**Zoomed window**

Window x 38 to 63, y 38 to 63 um. Cells in grey, sequential cells in the stronger grey; small squares are vias.
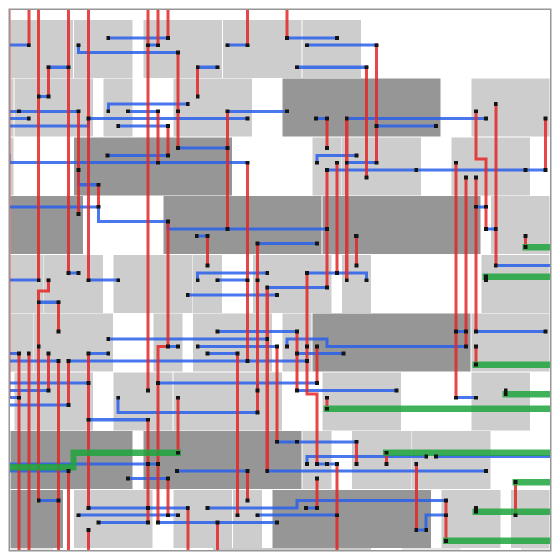
**Gate families picked out**

(4 px per um)
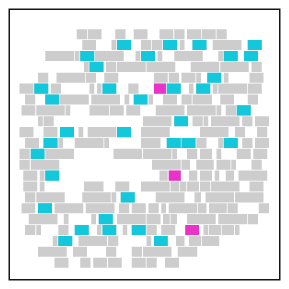
**Sequential cells coloured by netlist name**

(8 px per um) Other sequential cells in the stronger grey, the rest of the logic in the fainter grey.
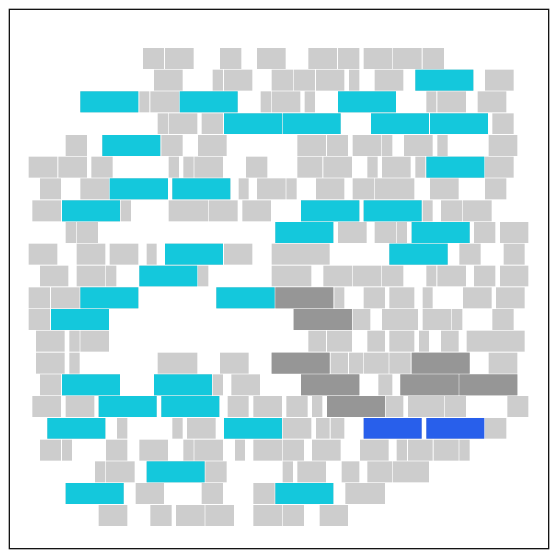
`src/rtl/c_nat_split_n_if.sv`:
```
// rtl/c_nat_split_n_if.sv - token fork bus: upstream drive/free plus per-branch driveNext/freeNext
interface c_nat_split_n_if #(
  parameter int N_OUT = 2,
  parameter int DW    = 32
);
  logic             drive;
  logic [DW-1:0]    data;
  logic [N_OUT-1:0] mask;
  logic             free;
  logic [N_OUT-1:0] driveNext;
  logic [DW-1:0]    dataNext;
  logic [N_OUT-1:0] freeNext;
  logic             busy;
  logic [N_OUT-1:0] pending;
  logic             err;

  modport master (
    output drive, data, mask, freeNext,
    input  free, driveNext, dataNext, busy, pending, err
  );

  modport slave (
    input  drive, data, mask, freeNext,
    output free, driveNext, dataNext, busy, pending, err
  );
endinterface

```
`src/rtl/c_nat_split_n.sv`:
```
// rtl/c_nat_split_n.sv - N-way natural split: broadcasts one token to selected branches and
// returns a single free once every driven branch has freed it, after FREE_DLY cycles.
module c_nat_split_n #(
  parameter int N_OUT    = 2,
  parameter int DW       = 32,
  parameter int FREE_DLY = 2,
  parameter int MASK_EN  = 1
) (
  input logic            clk,
  input logic            rst,
  c_nat_split_n_if.slave bus
);
  typedef enum logic [1:0] {IDLE, WAIT, DELAY} state_t;

  localparam int CW = $clog2(FREE_DLY + 1);

  state_t           state;
  logic [CW-1:0]    dlyCnt;
  logic [N_OUT-1:0] pendingR;
  logic [N_OUT-1:0] driveNextR;
  logic [DW-1:0]    dataR;
  logic             freeR;
  logic             errR;

  logic [N_OUT-1:0] eff;
  logic [N_OUT-1:0] remain;
  logic             driveErr;
  logic             freeErr;

  assign eff      = (MASK_EN != 0) ? bus.mask : {N_OUT{1'b1}};
  assign remain   = pendingR & ~bus.freeNext;
  assign driveErr = bus.drive && (state != IDLE);
  assign freeErr  = |(bus.freeNext & ~pendingR);

  always_ff @(posedge clk) begin
    if (rst) begin
      state      <= IDLE;
      dlyCnt     <= '0;
      pendingR   <= '0;
      driveNextR <= '0;
      dataR      <= '0;
      freeR      <= 1'b0;
      errR       <= 1'b0;
    end else begin
      driveNextR <= '0;
      freeR      <= 1'b0;
      errR       <= driveErr || freeErr;
      case (state)
        IDLE: begin
          if (bus.drive) begin
            dataR      <= bus.data;
            driveNextR <= eff;
            pendingR   <= eff;
            if (eff != '0) begin
              state <= WAIT;
            end else if (FREE_DLY == 1) begin
              // an empty mask finishes on the drive cycle itself
              freeR <= 1'b1;
            end else begin
              state  <= DELAY;
              dlyCnt <= CW'(FREE_DLY - 1);
            end
          end
        end
        WAIT: begin
          pendingR <= remain;
          if (remain == '0) begin
            if (FREE_DLY == 1) begin
              freeR <= 1'b1;
              state <= IDLE;
            end else begin
              state  <= DELAY;
              dlyCnt <= CW'(FREE_DLY - 1);
            end
          end
        end
        DELAY: begin
          // leave DELAY on the same edge that raises free so a coincident drive is accepted
          if (dlyCnt == CW'(1)) begin
            freeR <= 1'b1;
            state <= IDLE;
          end else begin
            dlyCnt <= dlyCnt - CW'(1);
          end
        end
        default: state <= IDLE;
      endcase
    end
  end

  assign bus.free      = freeR;
  assign bus.driveNext = driveNextR;
  assign bus.dataNext  = dataR;
  assign bus.busy      = (state != IDLE);
  assign bus.pending   = pendingR;
  assign bus.err       = errR;
endmodule

```
`src/flat_wrapper.sv`:
```
// flat-port wrapper written by rule: the top's interface ports become plain ports
module c_nat_split_n_flat 
#(
  parameter int N_OUT    = 2,
  parameter int DW       = 32,
  parameter int FREE_DLY = 2,
  parameter int MASK_EN  = 1
)
  (clk, rst, bus_drive, bus_data, bus_mask, bus_freeNext, bus_free, bus_driveNext, bus_dataNext, bus_busy, bus_pending, bus_err);
  c_nat_split_n_if #(.N_OUT(N_OUT), .DW(DW)) bus_i ();
  input logic clk;
  input logic rst;
  input wire logic [$bits(bus_i.drive)-1:0] bus_drive;
  input wire logic [$bits(bus_i.data)-1:0] bus_data;
  input wire logic [$bits(bus_i.mask)-1:0] bus_mask;
  input wire logic [$bits(bus_i.freeNext)-1:0] bus_freeNext;
  output wire logic [$bits(bus_i.free)-1:0] bus_free;
  output wire logic [$bits(bus_i.driveNext)-1:0] bus_driveNext;
  output wire logic [$bits(bus_i.dataNext)-1:0] bus_dataNext;
  output wire logic [$bits(bus_i.busy)-1:0] bus_busy;
  output wire logic [$bits(bus_i.pending)-1:0] bus_pending;
  output wire logic [$bits(bus_i.err)-1:0] bus_err;
  assign bus_i.drive = bus_drive;
  assign bus_i.data = bus_data;
  assign bus_i.mask = bus_mask;
  assign bus_i.freeNext = bus_freeNext;
  assign bus_free = bus_i.free;
  assign bus_driveNext = bus_i.driveNext;
  assign bus_dataNext = bus_i.dataNext;
  assign bus_busy = bus_i.busy;
  assign bus_pending = bus_i.pending;
  assign bus_err = bus_i.err;
  c_nat_split_n #(.N_OUT(N_OUT), .DW(DW), .FREE_DLY(FREE_DLY), .MASK_EN(MASK_EN)) u_core (.clk(clk), .rst(rst), .bus(bus_i));
endmodule
```
`config.mk`:
```
export PLATFORM = sky130hd
export DESIGN_NAME = c_nat_split_n_flat
export DESIGN_NICKNAME = d
export VERILOG_FILES = /design/src/rtl/c_nat_split_n_if.sv /design/src/rtl/c_nat_split_n.sv /design/src/flat_wrapper.sv
export SDC_FILE = /design/constraint.sdc
export NUM_CORES = 1
export LEC_CHECK = 0
export CORE_MARGIN = 2
export CORE_UTILIZATION = 39
export CTS_CLUSTER_SIZE = 30
export DETAILED_ROUTE_END_ITERATION = 10
export PLACE_DENSITY = 0.87
export SLEW_MARGIN = 20
export SYNTH_ARGS = -nofsm -noshare
export SYNTH_HDL_FRONTEND = slang
export SYNTH_SLANG_ARGS = --single-unit
```
`constraint.sdc`:
```
create_clock -name clk -period 1.83 [get_ports clk]
set_input_delay 0.183 -clock clk [delete_from_list [all_inputs] [get_ports clk]]
set_output_delay 0.183 -clock clk [all_outputs]
set_load 0.1 [all_outputs]
```
==> impl_metrics.csv <==
group,metric,value,unit
pwr,p_per_area,1040,nW/um2
synthesis,ys_seq_share,53.9,%
synthesis,syn_area,1560,um2
finish,drive_above_1_share,24.1,%
finish,diodes,0,
finish,layout_top_cells,"buf_4, dfxtp_1, clkdlybuf4s50_1",
final_timing,whs,0.496,ns
setup_path,r2r_slack,0.41,ns
pwr,p_leak,1.08,nW
global_route,grt_first_pass_wirelength,5660,um
final_timing,finalClockPeriodUsage,77.9,%
setup_path,worstReg2RegStart,"u_core.state[0]",
placement,place_ws,0.195,ns
final_timing,rsz0062_at_grt,"false",
setup_path,crit_fanout,7,
synthesis,top_area_share,53.9,%
outcome,status,"finished clean",
placement,io_buffers,77,
drt,drtPass1Iterations,4,
clock_tree,cts_root_buf,"clkbuf_8",
-- 'zoomed window' (at the start) --
Key: green = metal 3; red = metal 2; blue = metal 1
Netlist names of flops here include `u_core.bus.dataNext` (8). Most frequent: mux2i_1 (10), buf_4 (9). Sequential cells in the window: 8. 44 logic cells have their middle in the window.

-- 'gate families picked out' (at the start) --
Key: magenta = AND-OR and OR-AND gates [cells 3]; cyan = multiplexers [cells 34, where all over the die]
Comb/total area: 27.7%
Non-Filler Instances: 276

-- 'sequential cells coloured by netlist name' (at the start) --
Key: cyan = `u_core.bus.dataNext` [flops 32, where all over the die]; blue = `u_core.dlyCnt` [flops 2]
Another 8 sequential cells are not coloured.
flop share of the area: 35.1%
Seq power: 1.03 mW
final core occ: 64.0%

==> cells in the mapped netlist <==
cell	count
and3_1	2
or2_2	1
nand2b_1	1
and4bb_2	1
a222oi_1	1
o21bai_1	1
o21ai_0	2
or3b_1	1
and2b_2	1
a311oi_1	1
nor4b_1	3
a31o_2	2
a21oi_1	2
inv_1	5
ha_1	1
dfxtp_1	42
nor2_1	33
mux2i_1	34
nor3b_1	1
buf_4	3
a41o_1	1
buf_2	1
nor2b_1	3
clkbuf_1	4
==> area by class of cell <==
type	instances	area [um2]	share of cell area (%)
clock buffers	7	76.3	3.19
inverters	5	18.8	0.784
multi-input cells	92	663	27.7
flip-flops and latches	42	841	35.1
well taps	48	60.1	2.51
repair buffers	82	736	30.7
==> how the worst max path moves through the flow <==
stage,start,to,slack (ns),depth (start not counted)
2_1_floorplan,u_core.bus.pending[1],u_core.dlyCnt[1],0.16,3
3_3_place_gp,bus_drive,u_core.bus.pending[1],0.21,6
3_5_place_dp,bus_drive,u_core.bus.pending[0],0.19,6
4_1_cts,u_core.state[0],u_core.dlyCnt[1],0.40,3
5_1_grt,u_core.state[0],u_core.dlyCnt[0],0.29,3
6_report,u_core.state[0],u_core.dlyCnt[1],0.41,3
==> through the flow <==
step	power [mW]	instances	utilization, %	area (um2)
after detailed placement	1.98	269	61.9	2320
after floorplan	1.73	147	-	1560
after CTS	2.53	276	64.0	2390
after global routing	2.62	276	64.0	2390
final	2.50	276	64.0	2390
after global placement	1.97	269	61.9	2320
==> flip-flops by register name, summed over array words and instances, names as in the netlist <==
name	count
u_core.bus.driveNext	2
u_core.bus.free	1
u_core.bus.pending	2
u_core.bus.err	1
u_core.dlyCnt	2
u_core.state	2
u_core.bus.dataNext	32
==> per-layer routing <==
| layer | wire (um) | track usage, % | up-vias |
|---|---|---|---|
| li1 | - | - | 660 |
| met5 | 0 | 0 | - |
| met2 | 1730 | 28.7 | 46 |
| met3 | 272 | 6.17 | 6 |
| met4 | 62 | 7.14 | 0 |
| met1 | 1530 | 19.2 | 593 |
==> worst max-delay path: stages, from the launching register on <==
cell and delay (ns):
dfxtp_1 0.44, and2b_2 0.23, or3b_1 0.40, a41o_1 0.25
==> logic make-up (layout without fill, tap and decap cells) <==
group | count (synthesis) | in the layout | synth area share [%]
flip-flops | 42 | 42 | 53.9
adder cells (fa/ha/maj) | 1 | 1 | 0.802
AND-OR/OR-AND | 10 | 10 | 4.73
buffers and inverters | 13 | 94 | 3.93
multiplexers | 34 | 34 | 21.8
AND/OR/NAND/NOR | 47 | 47 | 14.8
==> where the power goes <==
| group | internal, mW | switching [mW] |
|---|---|---|
| Sequential | 0.987 | 0.0456 |
| Clock | 0.263 | 0.284 |
| Combinational | 0.281 | 0.641 |
No activity file was given, so power comes from the tool's default toggle rates.
